==> config.mk <==
export PLATFORM = sky130hd
export DESIGN_NAME = nn_search_engine
export DESIGN_NICKNAME = d
export VERILOG_FILES = /design/src/rtl/nn_search_engine.sv
export SDC_FILE = /design/constraint.sdc
export NUM_CORES = 1
export LEC_CHECK = 0
export CORE_MARGIN = 2
export CORE_UTILIZATION = 25
export CTS_BUF_LIST = sky130_fd_sc_hd__clkbuf_2
export DETAILED_ROUTE_END_ITERATION = 8
export PLACE_DENSITY_LB_ADDON = 0.12
export SLEW_MARGIN = 20
export SYNTH_ARGS = -nofsm -noshare
export SYNTH_HDL_FRONTEND = slang
export SYNTH_SLANG_ARGS = --single-unit
==> constraint.sdc <==
create_clock -name clk -period 3.9 [get_ports clk]
set_input_delay 0.78 -clock clk [delete_from_list [all_inputs] [get_ports clk]]
set_output_delay 0.78 -clock clk [all_outputs]
set_load 0.01 [all_outputs]
==> src/rtl/nn_search_engine.sv <==
// -----------------------------------------------------------------------------
// nn_search_engine
//
// Streams up to MAXC candidate vectors past a latched query vector and reports
// the index and distance of the nearest one. The metric is Manhattan (sum of
// per-dimension |diff|) or Chebyshev (max |diff|). Datapath is a 3-stage
// pipeline: |diff| per dimension -> reduction -> running minimum.
//
// Ports
//   clk           rising-edge clock
//   rst           synchronous active-low reset
//   start         one-cycle pulse, honoured in IDLE or DONE only
//   query         DIM*CW query vector, component 0 in the LSBs (latched on start)
//   num_cand      candidates to scan, 0..MAXC, clamped to MAXC (latched on start)
//   mode          0 = Manhattan, 1 = Chebyshev (latched on start)
//   cand_valid    cand_data is valid
//   cand_data     DIM*CW candidate vector, same packing as query
//   cand_ready    engine accepts a candidate (handshake = valid & ready)
//   busy          high in RUN and FLUSH
//   result_valid  result fields valid; held until next start or reset
//   result_idx    zero-based handshake index of the nearest candidate
//   result_dist   distance of the nearest candidate
// -----------------------------------------------------------------------------
module nn_search_engine #(
    parameter int DIM  = 3,
    parameter int CW   = 8,
    parameter int MAXC = 64,
    localparam int IW  = $clog2(MAXC),
    localparam int DW  = CW + $clog2(DIM) + 1
) (
    input  logic                clk,
    input  logic                rst,
    input  logic                start,
    input  logic [DIM*CW-1:0]   query,
    input  logic [IW:0]         num_cand,
    input  logic                mode,
    input  logic                cand_valid,
    input  logic [DIM*CW-1:0]   cand_data,
    output logic                cand_ready,
    output logic                busy,
    output logic                result_valid,
    output logic [IW-1:0]       result_idx,
    output logic [DW-1:0]       result_dist
);

    typedef enum logic [1:0] {IDLE, RUN, FLUSH, DONE} state_t;

    localparam logic [IW:0] MAXC_N = (IW+1)'(MAXC);

    state_t              state, state_nx;

    logic [DIM*CW-1:0]   query_q;
    logic [IW:0]         n_q;
    logic                mode_q;
    logic [IW:0]         acc_cnt;
    logic [IW:0]         num_clamped;

    logic                start_ok;
    logic                hs;
    logic                last_hs;
    logic                drained;
    logic                flush_armed;

    logic [CW-1:0]       abs_diff [DIM];
    logic [CW-1:0]       s1_diff  [DIM];
    logic [IW-1:0]       s1_idx;
    logic                s1_valid;

    logic [DW-1:0]       red_sum, red_max, red_dist;
    logic [DW-1:0]       s2_dist;
    logic [IW-1:0]       s2_idx;
    logic                s2_valid;

    logic [DW-1:0]       min_dist;
    logic [IW-1:0]       min_idx;

    assign num_clamped = (num_cand > MAXC_N) ? MAXC_N : num_cand;
    assign start_ok    = start && ((state == IDLE) || (state == DONE));
    assign cand_ready  = (state == RUN) && (acc_cnt < n_q);
    assign busy        = (state == RUN) || (state == FLUSH);
    assign hs          = cand_valid && cand_ready;
    assign last_hs     = hs && ((acc_cnt + 1'b1) == n_q);
    // flush_armed blocks completion on the first FLUSH cycle, so an empty
    // search finishes two edges after start and a real one three edges after
    // its last handshake (stage 1 and stage 2 valids cover the rest).
    assign drained     = (state == FLUSH) && flush_armed && !s1_valid && !s2_valid;

    // ---------------------------------------------------------------- FSM
    always_ff @(posedge clk) begin
        // NOTE: registers use non-blocking assignment so every flop samples
        // the pre-edge value of its inputs, independent of statement order.
        if (!rst) state <= IDLE;
        else      state <= state_nx;
    end

    always_comb begin
        // NOTE: default first, so no path leaves state_nx unassigned and
        // no latch is inferred.
        state_nx = state;
        case (state)
            IDLE, DONE: if (start_ok) state_nx = (num_clamped == '0) ? FLUSH : RUN;
            RUN:        if (last_hs)  state_nx = FLUSH;
            FLUSH:      if (drained)  state_nx = DONE;
            default:    state_nx = IDLE;
        endcase
    end

    // ------------------------------------------------------- combinational
    always_comb begin
        for (int d = 0; d < DIM; d++) begin
            logic [CW-1:0] c, q;
            c = cand_data[d*CW +: CW];
            q = query_q[d*CW +: CW];
            abs_diff[d] = (c >= q) ? (c - q) : (q - c);
        end
    end

    // DW leaves room for DIM full-scale components, so the sum cannot wrap.
    always_comb begin
        red_sum = '0;
        red_max = '0;
        for (int d = 0; d < DIM; d++) begin
            red_sum = red_sum + DW'(s1_diff[d]);
            if (DW'(s1_diff[d]) > red_max) red_max = DW'(s1_diff[d]);
        end
        red_dist = mode_q ? red_max : red_sum;
    end

    // ------------------------------------------------- control with reset
    always_ff @(posedge clk) begin
        if (!rst) begin
            acc_cnt      <= '0;
            s1_valid     <= 1'b0;
            s2_valid     <= 1'b0;
            flush_armed  <= 1'b0;
            result_valid <= 1'b0;
            result_idx   <= '0;
            result_dist  <= '0;
        end else begin
            s1_valid    <= hs;
            s2_valid    <= s1_valid;
            flush_armed <= (state == FLUSH);

            if (start_ok)  acc_cnt <= '0;
            else if (hs)   acc_cnt <= acc_cnt + 1'b1;

            if (start_ok) begin
                result_valid <= 1'b0;
            end else if (drained) begin
                result_valid <= 1'b1;
                result_idx   <= min_idx;
                result_dist  <= min_dist;
            end
        end
    end

    // ------------------------------------------------ datapath, no reset
    // NOTE: these registers are qualified by the valid bits or reloaded on
    // start, so they carry no reset; only the control state above does.
    always_ff @(posedge clk) begin
        if (start_ok) begin
            query_q  <= query;
            n_q      <= num_clamped;
            mode_q   <= mode;
            min_dist <= '1;
            min_idx  <= '0;
        end else if (s2_valid && (s2_dist < min_dist)) begin
            // Strict compare: ties keep the earlier (lower) index.
            min_dist <= s2_dist;
            min_idx  <= s2_idx;
        end

        if (hs) begin
            s1_diff <= abs_diff;
            s1_idx  <= acc_cnt[IW-1:0];
        end

        if (s1_valid) begin
            s2_dist <= red_dist;
            s2_idx  <= s1_idx;
        end
    end

endmodule

Run 1, clock nets:
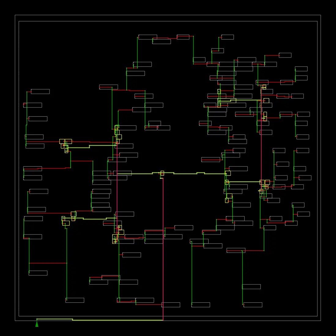
clk_buf instances: 17
worst-case clock skew: 0.0589 ns
Worst-Skew Late Latency: 0.75 ns

Run 1, routed clock nets over the placement:
The bar under the picture is 50 um long.
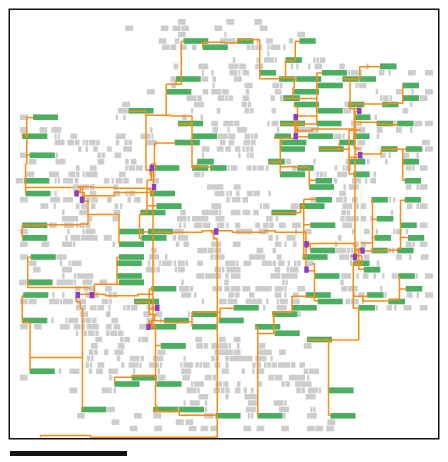
Orange marks clock wires, length 2090 um. Green marks flip-flops, count 125. Purple marks clock-net drivers, count 17.
There are 18 routed clock nets.

Run 1, sequential cells grouped by signal name:
Other sequential cells in the stronger gray, the rest of the logic in the fainter gray.
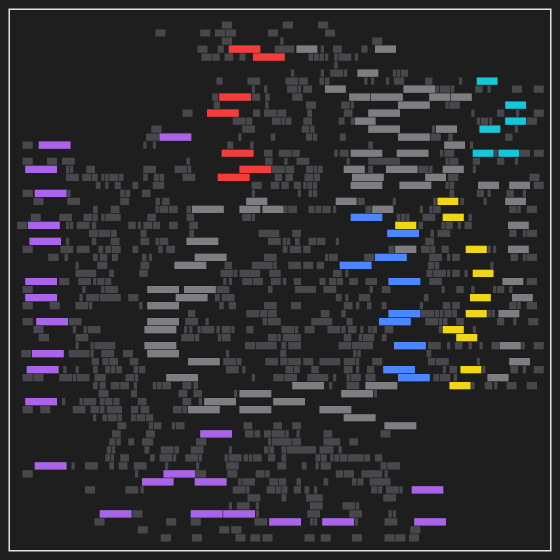
Cyan marks `result_idx`, sequential cells 6, where north-east. Red marks `n_q`, sequential cells 7, where north. Blue marks `s2_dist`, sequential cells 10, where east. Yellow marks `min_dist`, sequential cells 11, where east. Purple marks `query_q`, sequential cells 24.

-- run 1: per-layer routing --
metal	global-route usage [%]	vias up	wire [um]
met3	2.26	14	521
met2	18.0	89	8110
met1	15.1	2655	8930
met5	0	-	0
met4	3.36	0	206
li1	-	2960	-
-- run 1: cell type report --
class                   count  area, um^2  area share (%)
well taps                 402         503            5.25
clock inverters            15         150            1.57
multi-input cells         537        4290            44.8
flip-flops and latches    125        3280            34.3
clock buffers              17        85.1           0.888
repair buffers             92         888            9.27
inverters                 101         379            3.96
diodes                      1        2.50          0.0261
-- run 1: sequential cells by signal, summed over array words and instances, names as in the netlist, 2 cells and up --
signal / flops
s1_diff: 24
acc_cnt: 7
result_dist: 11
s2_idx: 6
state: 2
query_q: 24
min_idx: 6
min_dist: 11
s1_idx: 6
result_idx: 6
n_q: 7
s2_dist: 10
-- run 1: cells by family after synthesis --
logic type                 Yosys count  share of synthesized area (%)
buffers and inverters              125                           5.97
and+or+nand+nor                    197                           12.2
xor gates and xnor gates            36                           3.93
AOI/OAI and AO/OA                  169                           15.6
muxes                               32                           4.16
DFF                                125                           40.9
adders and majority gates          102                           17.3
-- run 1: repair_timing --
item | 4_1_cts | 5_1_grt
setup endpoints to repair | 0 | 7
endpoints found under the hold margin | 0 | 0
gates resized | 0 | 4
hold buffers | 0 | 0
buffers inserted | 0 | 4
-- run 1: synth_stat cells, types with 16 or more instances --
| library cell | number |
|---|---|
| edfxtp_1 | 78 |
| inv_1 | 100 |
| mux2i_1 | 24 |
| a21oi_1 | 36 |
| nor2_1 | 32 |
| ha_1 | 87 |
| a21boi_0 | 19 |
| dfxtp_1 | 47 |
| xnor2_1 | 16 |
| xor2_1 | 20 |
| o21ai_0 | 21 |
| nand2_1 | 78 |
| nor2b_1 | 21 |
| clkbuf_1 | 18 |
-- run 1: worst min path at each step --
stage | startpoint | end
6_report | s1_idx[2] | s2_idx[2]
2_1_floorplan | s1_idx[0] | s2_idx[0]
3_5_place_dp | s1_idx[4] | s2_idx[4]
5_1_grt | s1_idx[2] | s2_idx[2]
4_1_cts | s1_idx[2] | s2_idx[2]
3_3_place_gp | s1_idx[4] | s2_idx[4]
-- run 1: critical path, cell delays in order (launching register included) --
cell and delay [ns]:
edfxtp_1 0.47, ha_1 0.33, a21o_1 0.16, a21oi_1 0.19, o2111ai_1 0.14, nand2_1 0.08
buf_4 0.19, mux2i_1 0.24, ha_1 0.27, nor2b_1 0.13, o21a_1 0.16, o21a_1 0.16
o21ai_1 0.23, a31o_4 0.25, mux2_2 0.35, mux2i_1 0.15
-- run 1: metrics by stage --
stage / total power (uW) / TNS [ns] / hold slack, ns / setup slack [ns] / area (um^2)
6_report: 6350 / 0 / 0.403 / 0.240 / 9580
5_1_grt: 6950 / -0.0106 / 0.395 / -0.0106 / 9580
4_1_cts: 6340 / 0 / 0.410 / 0.105 / 9530
3_5_place_dp: 5450 / 0 / 0.408 / 0.202 / 9290
3_3_place_gp: 5460 / 0 / 0.403 / 0.236 / 9290
2_1_floorplan: 4580 / 0 / 0.400 / 0.445 / 8030
==> flow_metrics.py, run 1 <==
# Metrics from the implementation run
metrics = {
    "outcome": {
        "outcome": "complete, no violations",
    },
    "final_layout": {
        "area_growth_pct": 19.3,
        "layout.nets": 1036,
        "stdcell_count": 1290,
        "fin_util_pct": 30.3,
        "mostFrequentLayoutCell": "inv_1",
        "final.fill_count": 3289,
        "drive_gt1_share_pct": 8.46,
        "most-common-layout-cells": "inv_1, ha_1, clkdlybuf4s50_1",
    },
    "synthesis": {
        "synthCells": 786,
        "yosys_register_bits": 125,
        "ys_seq_share_pct": 40.9,
        "ys_area_um2": 8030,
        "synthArstFlopShare_pct": 0,
        "netlist_area_um2": 8030,
        "flop_cell": "edfxtp_1",
        "edf_count": 78,
        "synth_nets": 948,
        "synth_warnings": 0,
        "avgSynthCellArea_um2": 10.2,
        "synth_cell_types": 71,
        "top_area_share_pct": 29.2,
        "top_cells_by_area": "edfxtp_1, ha_1, dfxtp_1, inv_1, fa_1",
        "yosysTopAreaCell": "edfxtp_1",
        "ys_cells": 786,
    },
    "global_routing": {
        "grt_usage_pct": 11.2,
        "gr-total-overflow": 0,
        "antenna_found_initial": 1,
        "grt_pass1_vias": 5783,
        "grt_pass1_wl_um": 29600,
        "grt_max_degree": 39,
    },
    "clock_tree": {
        "cts_tree": "yes",
        "path_clk_slew_ns": 0.26,
        "cts_root_buf": "clkbuf_2",
        "cts.sinks": 125,
        "cts_buffer_depth": 2,
        "cts_made_buffers": 17,
        "cts_max_level": 4,
    },
    "placed_design": {
        "place_congestion": 0.755,
        "dp_cells": 1252,
        "io_buffers": 79,
        "dp_hpwl_um": 13400,
    },
    "power_and_ir_drop": {
        "powerSeq_uw": 2160,
        "p_sw_uw": 2630,
        "pwr-share-seq_pct": 34.1,
        "ir_drop_mv": 0.247,
        "power_leakage_uw": 0.00397,
        "switching_share_pct": 41.5,
        "clock_power_share_pct": 13.2,
        "pwr.group.combinational_uw": 3350,
        "power-top-group": "combinational cells",
        "p_comb_share_pct": 52.8,
        "clock_power_uw": 837,
        "power_density_nw_per_um2": 662,
        "internal_power_uw": 3710,
    },
    "final_timing": {
        "finalCriticalPeriod_ns": 3.66,
        "clock.fmax_mhz": 273,
        "slew-limit-headroom_pct": 51.3,
        "min_period_over_period_pct": 93.9,
        "hold_violations": 0,
        "worst_pin_slew_ns": 0.730,
        "setup_viol": 0,
        "slew_viol_final": 0,
    },
    "critical_path": {
        "r2r-start": "s1_diff[14]",
        "crit_start": "s1_diff[14]",
        "crit_path_end": "s2_dist[7]",
        "crit_path_start_kind": "register",
        "required_ns": 4.45,
        "ff2ff_path_depth": 15,
        "r2r_slack_ns": 0.24,
        "rr_endpoint": "s2_dist[7]",
        "arrival_ns": 4.21,
        "critical_path_class": "register to register",
        "cp-end-kind": "register",
        "cp_max_fo": 8,
    },
    "die": {
        "boundaryPins": 80,
        "die_h_um": 183,
        "dieArea_um2": 33600,
        "row_count": 65,
        "design.core.area_um2": 31600,
        "floorplan.core_util_pct": 25.4,
        "dieWidth_um": 183,
    },
    "routing": {
        "drc_errors": 0,
        "ant_nets": 0,
        "drtIter0Drc": 293,
        "wire_per_inst_um": 13.8,
        "num_vias": 5718,
        "first_pass_iters": 4,
        "via_per_inst": 4.43,
        "drt_wl_total_um": 17800,
    },
    "flow_run": {
        "warnings": 48,
        "maxCapViolCount": 0,
    },
    "worst_hold_path": {
        "hold_class": "register to register",
        "hold_depth": 0,
    },
}
==> inputs of run 2 (changes only) <==
--- a/config.mk
+++ b/config.mk
@@ -9,6 +9,7 @@
 export CORE_UTILIZATION = 25
 export CTS_BUF_LIST = sky130_fd_sc_hd__clkbuf_2
 export DETAILED_ROUTE_END_ITERATION = 8
+export DONT_BUFFER_PORTS = 1
 export PLACE_DENSITY_LB_ADDON = 0.12
 export SLEW_MARGIN = 20
 export SYNTH_ARGS = -nofsm -noshare
Run 2, clock nets:
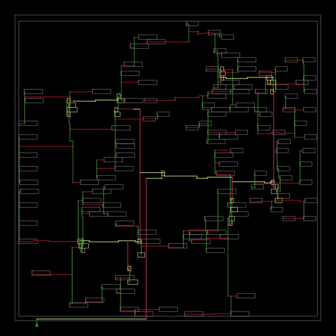
clock network power: 881 uW
worst-case clock skew: 0.0567 ns

==> run 2 against run 1 <==
  * Register-to-register slack worse by 0.02 ns
  * Via count decreased by 3.8%
  * Flip-flop count did not move
  * Combinational power down 3%
  * Fmax fell by 0.52%
  * Count of clock-buffer cells in the layout unchanged
  * Cell count is 4.2% lower
  * Largest cell class unchanged
  * Synthesized cell count stayed put
  * Largest power group unchanged
  * Critical path depth up 1
  * Worst setup slack lost 0.019 ns
==> flow_metrics.py, run 2 <==
# Metrics from the implementation run
metrics = {
    "clock_tree": {
        "cts_max_level": 4,
        "cts_made_buffers": 17,
        "cts_buffer_depth": 2,
        "cts_tree": "yes",
        "cts_root_buf": "clkbuf_2",
        "path_clk_slew_ns": 0.29,
        "clock_latency_ns": 0.79,
        "cts.sinks": 125,
    },
    "critical_path": {
        "cp_max_fo": 9,
        "critical_path_class": "register to register",
        "required_ns": 4.57,
        "crit_path_start_kind": "register",
        "arrival_ns": 4.35,
        "cp-end-kind": "register",
    },
    "die": {
        "floorplan.core_util_pct": 25.4,
        "design.core.area_um2": 31600,
        "boundaryPins": 80,
        "dieArea_um2": 33600,
        "die_h_um": 183,
        "row_count": 65,
        "dieWidth_um": 183,
    },
    "placed_design": {
        "place_congestion": 0.757,
        "dp_cells": 1172,
        "dp_hpwl_um": 13700,
        "io_buffers": 0,
    },
    "final_layout": {
        "final.fill_count": 3330,
        "drive_gt1_share_pct": 8.52,
        "layout.nets": 982,
        "fin_util_pct": 28.6,
        "logic_area_um2": 4270,
        "most-common-layout-cells": "inv_1, ha_1, nand2_1, edfxtp_1, dfxtp_1",
        "register_area_um2": 3280,
        "stdcell_count": 1236,
        "mostFrequentLayoutCell": "inv_1",
        "area_growth_pct": 12.8,
        "largestRegisters": "query_q: 24 flops, s1_diff: 24 flops",
    },
    "routing": {
        "wire_per_inst_um": 14.9,
        "drt_wl_total_um": 18400,
        "first_pass_iters": 4,
        "drc_errors": 0,
        "via_per_inst": 4.45,
        "drtIter0Drc": 242,
        "num_vias": 5498,
        "ant_nets": 0,
    },
    "power_and_ir_drop": {
        "p_total_uw": 6300,
        "ir_drop_mv": 0.203,
        "power_leakage_uw": 0.00379,
        "power_density_nw_per_um2": 695,
    },
    "global_routing": {
        "antenna_found_initial": 1,
        "grt_pass1_vias": 5586,
        "grt_pass1_wl_um": 29800,
        "grt_usage_pct": 11.5,
        "gr-total-overflow": 0,
        "grt_max_degree": 40,
    },
    "final_timing": {
        "slew_viol_final": 0,
        "finalCriticalPeriod_ns": 3.68,
        "slew-limit-headroom_pct": 36.7,
        "setup_viol": 0,
        "min_period_over_period_pct": 94.4,
        "finalSetupTns_ns": 0,
        "worst_pin_slew_ns": 0.949,
        "clock.fmax_mhz": 272,
        "rsz0062_at_grt": "no",
        "hold_violations": 0,
    },
    "synthesis": {
        "synthArstFlopShare_pct": 0,
        "synthCells": 786,
        "yosysTopAreaCell": "edfxtp_1",
        "synth.most_common_cell": "inv_1",
        "ys_area_um2": 8030,
        "netlist_area_um2": 8030,
        "common_cells": "inv_1, ha_1, edfxtp_1, nand2_1, dfxtp_1",
        "ys_cells": 786,
        "synth_nets": 948,
        "flop_cell": "edfxtp_1",
        "synth_warnings": 0,
        "top_area_share_pct": 29.2,
        "edf_count": 78,
        "synth_cell_types": 71,
        "ys_seq_share_pct": 40.9,
        "avgSynthCellArea_um2": 10.2,
        "yosys_register_bits": 125,
        "top_cells_by_area": "edfxtp_1, ha_1, dfxtp_1, inv_1, fa_1",
    },
    "flow_run": {
        "maxCapViolCount": 0,
        "warnings": 48,
    },
    "worst_hold_path": {
        "hold_class": "input port to register",
    },
    "outcome": {
        "outcome": "complete, no violations",
    },
}
Run 2, selected gate families:
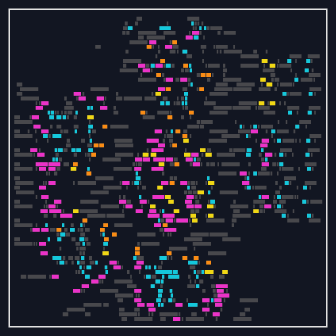
Cyan marks aoi and oai cells, cells 136, where all over the die. Magenta marks fa/ha/maj cells, cells 102. Yellow marks mux cells, cells 32. Orange marks xor and xnor cells, cells 36.

==> run 2: cell type report <==
cell class	instances	share of cell area, %
Inverter	101	4.19
Sequential cell	125	36.2
Tap cell	402	5.55
Clock inverter	15	1.77
Clock buffer	17	0.939
Antenna cell	1	0.0276
Timing Repair Buffer	39	4.14
Multi-Input combinational cell	536	47.1
==> run 2: metal layers <==
layer / GRT usage, % / wire length, um / vias to the layer above / part of all wire, %
met4: 4.22 / 248 / 0 / 1.3
met5: 0 / 0 / - / 0
li1: - / - / 2849 / -
met2: 18.1 / 8340 / 78 / 45
met3: 2.70 / 616 / 12 / 3.4
met1: 15.2 / 9170 / 2559 / 50
==> run 2: power by group <==
part           switching (uW)  internal (uW)  total (uW)
combinational            1760           1500        3260
sequential                261           1900        2160
clock                     664            217         881
==> run 2: worst max-delay path: stages (launching register included) <==
cell,delay (ns)
edfxtp_1,0.49
ha_1,0.33
a21o_1,0.16
a21oi_1,0.17
o2111ai_1,0.13
nand2_1,0.07
buf_4,0.19
mux2i_1,0.27
ha_1,0.28
nor2b_1,0.14
o21a_1,0.17
o21a_1,0.15
o21ai_0,0.14
a31o_2,0.30
buf_4,0.15
mux2_2,0.32
mux2i_1,0.14
==> run 2: final timing paths <==
check                                 start           end  slack (ns)  cells after the start
worst max register to register  s1_diff[14]    s2_dist[7]        0.22                     16
worst min register to register     s2_valid  min_dist[10]        0.45                      1
worst max-delay path            s1_diff[14]    s2_dist[7]        0.22                     16
worst min-delay path                    rst      s2_valid        0.14                      1
==> run 2: kinds of logic (layout without fill, tap and decap cells) <==
| group | Yosys count | after routing | share of synthesized area [%] |
|---|---|---|---|
| other cells | 0 | 1 | 0 |
| compound gates | 169 | 169 | 15.6 |
| simple gates | 197 | 197 | 12.2 |
| mux | 32 | 32 | 4.16 |
| buf+inv | 125 | 172 | 5.97 |
| fa+ha+maj | 102 | 102 | 17.3 |
| xor+xnor | 36 | 36 | 3.93 |
| flops | 125 | 125 | 40.9 |
==> run 2: what timing repair did <==
| action | in CTS | in global routing |
|---|---|---|
| setup endpoints to repair | 0 | 2 |
| endpoints found under the hold margin | 39 | 1 |
| resized | 0 | 0 |
| hold buffers | 27 | 1 |
| buffers inserted | 0 | 3 |
==> run 2: through the flow <==
stage          setup slack (ns)  cell area [um^2]  hold slack, ns
3_3_place_gp              0.285              8510           0.403
6_report                  0.220              9060           0.142
5_1_grt                  0.0202              9060         0.00542
3_5_place_dp              0.252              8510           0.405
2_1_floorplan             0.445              8030           0.400
4_1_cts                   0.193              9020         0.00110
==> inputs of run 3 (changes only) <==
--- a/config.mk
+++ b/config.mk
@@ -8,6 +8,7 @@
 export CORE_MARGIN = 2
 export CORE_UTILIZATION = 25
 export CTS_BUF_LIST = sky130_fd_sc_hd__clkbuf_2
+export CTS_CLUSTER_DIAMETER = 60
 export DETAILED_ROUTE_END_ITERATION = 8
 export DONT_BUFFER_PORTS = 1
 export PLACE_DENSITY_LB_ADDON = 0.12
Run 3, selected gate families:
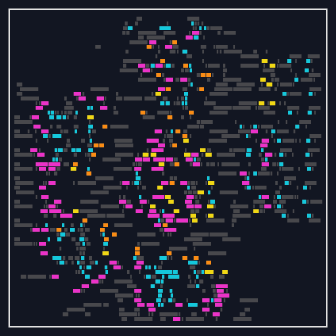
Orange marks xor and xnor cells, cells 36. Yellow marks mux cells, cells 32. Magenta marks fa/ha/maj cells, cells 102. Cyan marks aoi and oai cells, cells 136, where all over the die.

==> run 3 against run 2 <==
  * Non-clock buffer count is the same
  * Flip-flop count is the same
  * Power is the same
  * Synthesized cell count did not move
  * Clock skew did not move
  * Wire length unchanged
  * Sequential share of layout area did not move
  * Utilization is the same
  * Cell count did not move
  * Clock power is essentially flat
  * Highest routed layer unchanged
==> flow_metrics.py, run 3 <==
# Metrics from the implementation run
metrics = {
    "clock_tree": {
        "path_clk_slew_ns": 0.29,
        "cts.sinks": 125,
        "cts_max_level": 4,
        "cts_resized": 0,
        "cts_root_buf": "clkbuf_2",
        "clock_latency_ns": 0.79,
        "cts_buffer_depth": 2,
    },
    "routing": {
        "drc_errors": 0,
        "drt_wl_total_um": 18400,
        "drtIter0Drc": 242,
    },
    "synthesis": {
        "top_cells_by_area": "edfxtp_1, ha_1, dfxtp_1, inv_1, fa_1",
        "edf_count": 78,
        "avgSynthCellArea_um2": 10.2,
        "synthArstFlopShare_pct": 0,
        "synthCells": 786,
        "ys_cells": 786,
        "yosysTopAreaCell": "edfxtp_1",
        "synth_warnings": 0,
        "synth_cell_types": 71,
        "common_cells": "inv_1, ha_1, edfxtp_1, nand2_1, dfxtp_1",
        "synth_nets": 948,
        "ys_seq_share_pct": 40.9,
        "flop_cell": "edfxtp_1",
    },
    "final_timing": {
        "setup_viol": 0,
        "finalSetupTns_ns": 0,
        "min_period_over_period_pct": 94.4,
        "clock.fmax_mhz": 272,
        "slew_viol_final": 0,
        "whs_ns": 0.142,
        "rsz0062_at_grt": "no",
    },
    "flow_run": {
        "warnings": 48,
        "maxCapViolCount": 0,
    },
    "power_and_ir_drop": {
        "power_leakage_uw": 0.00379,
        "clock_power_share_pct": 14.0,
        "switching_share_pct": 42.6,
        "ir_drop_mv": 0.203,
        "pwr-share-seq_pct": 34.3,
        "internal_power_uw": 3620,
        "power_density_nw_per_um2": 695,
        "p_comb_share_pct": 51.7,
    },
    "critical_path": {
        "cp-end-kind": "register",
        "crit_path_start_kind": "register",
        "required_ns": 4.57,
        "crit_start": "s1_diff[14]",
        "r2r-start": "s1_diff[14]",
        "rr_endpoint": "s2_dist[7]",
    },
    "global_routing": {
        "gr-total-overflow": 0,
        "grt.met1_usage_pct": 15.2,
        "grt_busiest_layer": "met2",
        "antenna_found_initial": 1,
        "grt_usage_pct": 11.5,
        "grt_pass1_wl_um": 29800,
        "grt_max_degree": 40,
    },
    "placed_design": {
        "place_congestion": 0.757,
        "io_buffers": 0,
    },
    "final_layout": {
        "most-common-layout-cells": "inv_1, ha_1, nand2_1, edfxtp_1, dfxtp_1",
        "logic_area_um2": 4270,
    },
    "worst_hold_path": {
        "hold_class": "input port to register",
    },
    "die": {
        "die_h_um": 183,
        "floorplan.core_util_pct": 25.4,
        "row_count": 65,
        "dieArea_um2": 33600,
        "dieWidth_um": 183,
        "design.core.area_um2": 31600,
    },
    "outcome": {
        "outcome": "complete, no violations",
    },
}
Run 3, placed cells, one color a class:
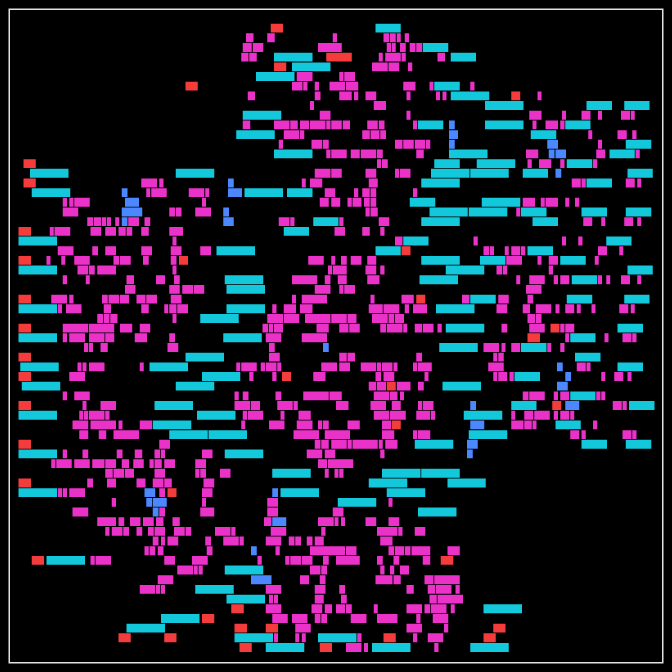
Blue marks clock drivers and dummy loads, cells 32, share of their area 2.9%. Cyan marks registers, cells 125, share of their area 38%. Red marks remaining buffers and delay cells, cells 39, share of their area 4.4%. Magenta marks remaining logic cells, cells 637, share of their area 54%.

## run 3: cell counts in the layout (fill, tap and decap cells not counted)
No cell type changed its count.
## run 3: logic make-up after synthesis
group                    synth area share [%]
buffers and inverters                    5.97
AND/OR/NAND/NOR                          12.2
adder cells (fa/ha/maj)                  17.3
XOR/XNOR                                 3.93
AND-OR/OR-AND                            15.6
multiplexers                             4.16
flip-flops                               40.9
## run 3: worst min path at each step
| stage | startpoint | endpoint | slack [ns] | depth (start not counted) |
|---|---|---|---|---|
| final | rst | s2_valid | 0.14 | 1 |
| after global routing | rst | result_idx[3] | 0.005 | 1 |
| after CTS | rst | result_dist[1] | 0.001 | 1 |
| after detailed placement | s1_idx[0] | s2_idx[0] | 0.40 | 0 |
| after global placement | s1_idx[4] | s2_idx[4] | 0.40 | 0 |
| after floorplan | s1_idx[0] | s2_idx[0] | 0.40 | 0 |
## run 3: power groups by stage
stage | clock (uW) | combinational, uW | sequential, uW
floorplan | 0 | 2480 | 2100
global placement | 0 | 3200 | 2200
detailed placement | 0 | 3200 | 2200
CTS | 955 | 3240 | 2170
global route | 1000 | 3710 | 2220
finish | 881 | 3260 | 2160
## run 3: worst max-delay path: stages, from the launching register on
cell and delay (ns):
edfxtp_1 0.49, ha_1 0.33, a21o_1 0.16, a21oi_1 0.17, o2111ai_1 0.13, nand2_1 0.07, buf_4 0.19, mux2i_1 0.27
ha_1 0.28, nor2b_1 0.14, o21a_1 0.17, o21a_1 0.15, o21ai_0 0.14, a31o_2 0.30, buf_4 0.15, mux2_2 0.32
mux2i_1 0.14
## run 3: repair_timing
| item | 4_1_cts | 5_1_grt |
|---|---|---|
| hold buffers | 27 | 1 |
| endpoints found under the hold margin | 39 | 1 |
| setup buffers | 0 | 3 |
| endpoints found under the setup margin | 0 | 2 |
## run 3: routing by layer
layer / part of all wire [%] / routed length, um / up-vias
met2: 45 / 8340 / 78
met5: 0 / 0 / -
li1: - / - / 2849
met3: 3.4 / 616 / 12
met4: 1.3 / 248 / 0
met1: 50 / 9170 / 2559
## run 3: layout make-up
type                            instances  area share [%]
Inverter                              101            4.19
Multi-Input combinational cell        536            47.1
Clock inverter                         15            1.77
Timing Repair Buffer                   39            4.14
Tap cell                              402            5.55
Clock buffer                           17           0.939
Sequential cell                       125            36.2
Antenna cell                            1          0.0276
## run 3: per-stage QoR
stage               cell area [um^2]  utilization (%)  total power, uW  instances  setup WS, ns
floorplan                       8030                -             4580        786         0.445
global placement                8510             26.9             5410       1172         0.285
detailed placement              8510             26.9             5410       1172         0.252
CTS                             9020             28.5             6370       1231         0.193
global route                    9060             28.6             6940       1236        0.0202
finish                          9060             28.6             6300       1236         0.220
Power and IR drop assume default switching activity.
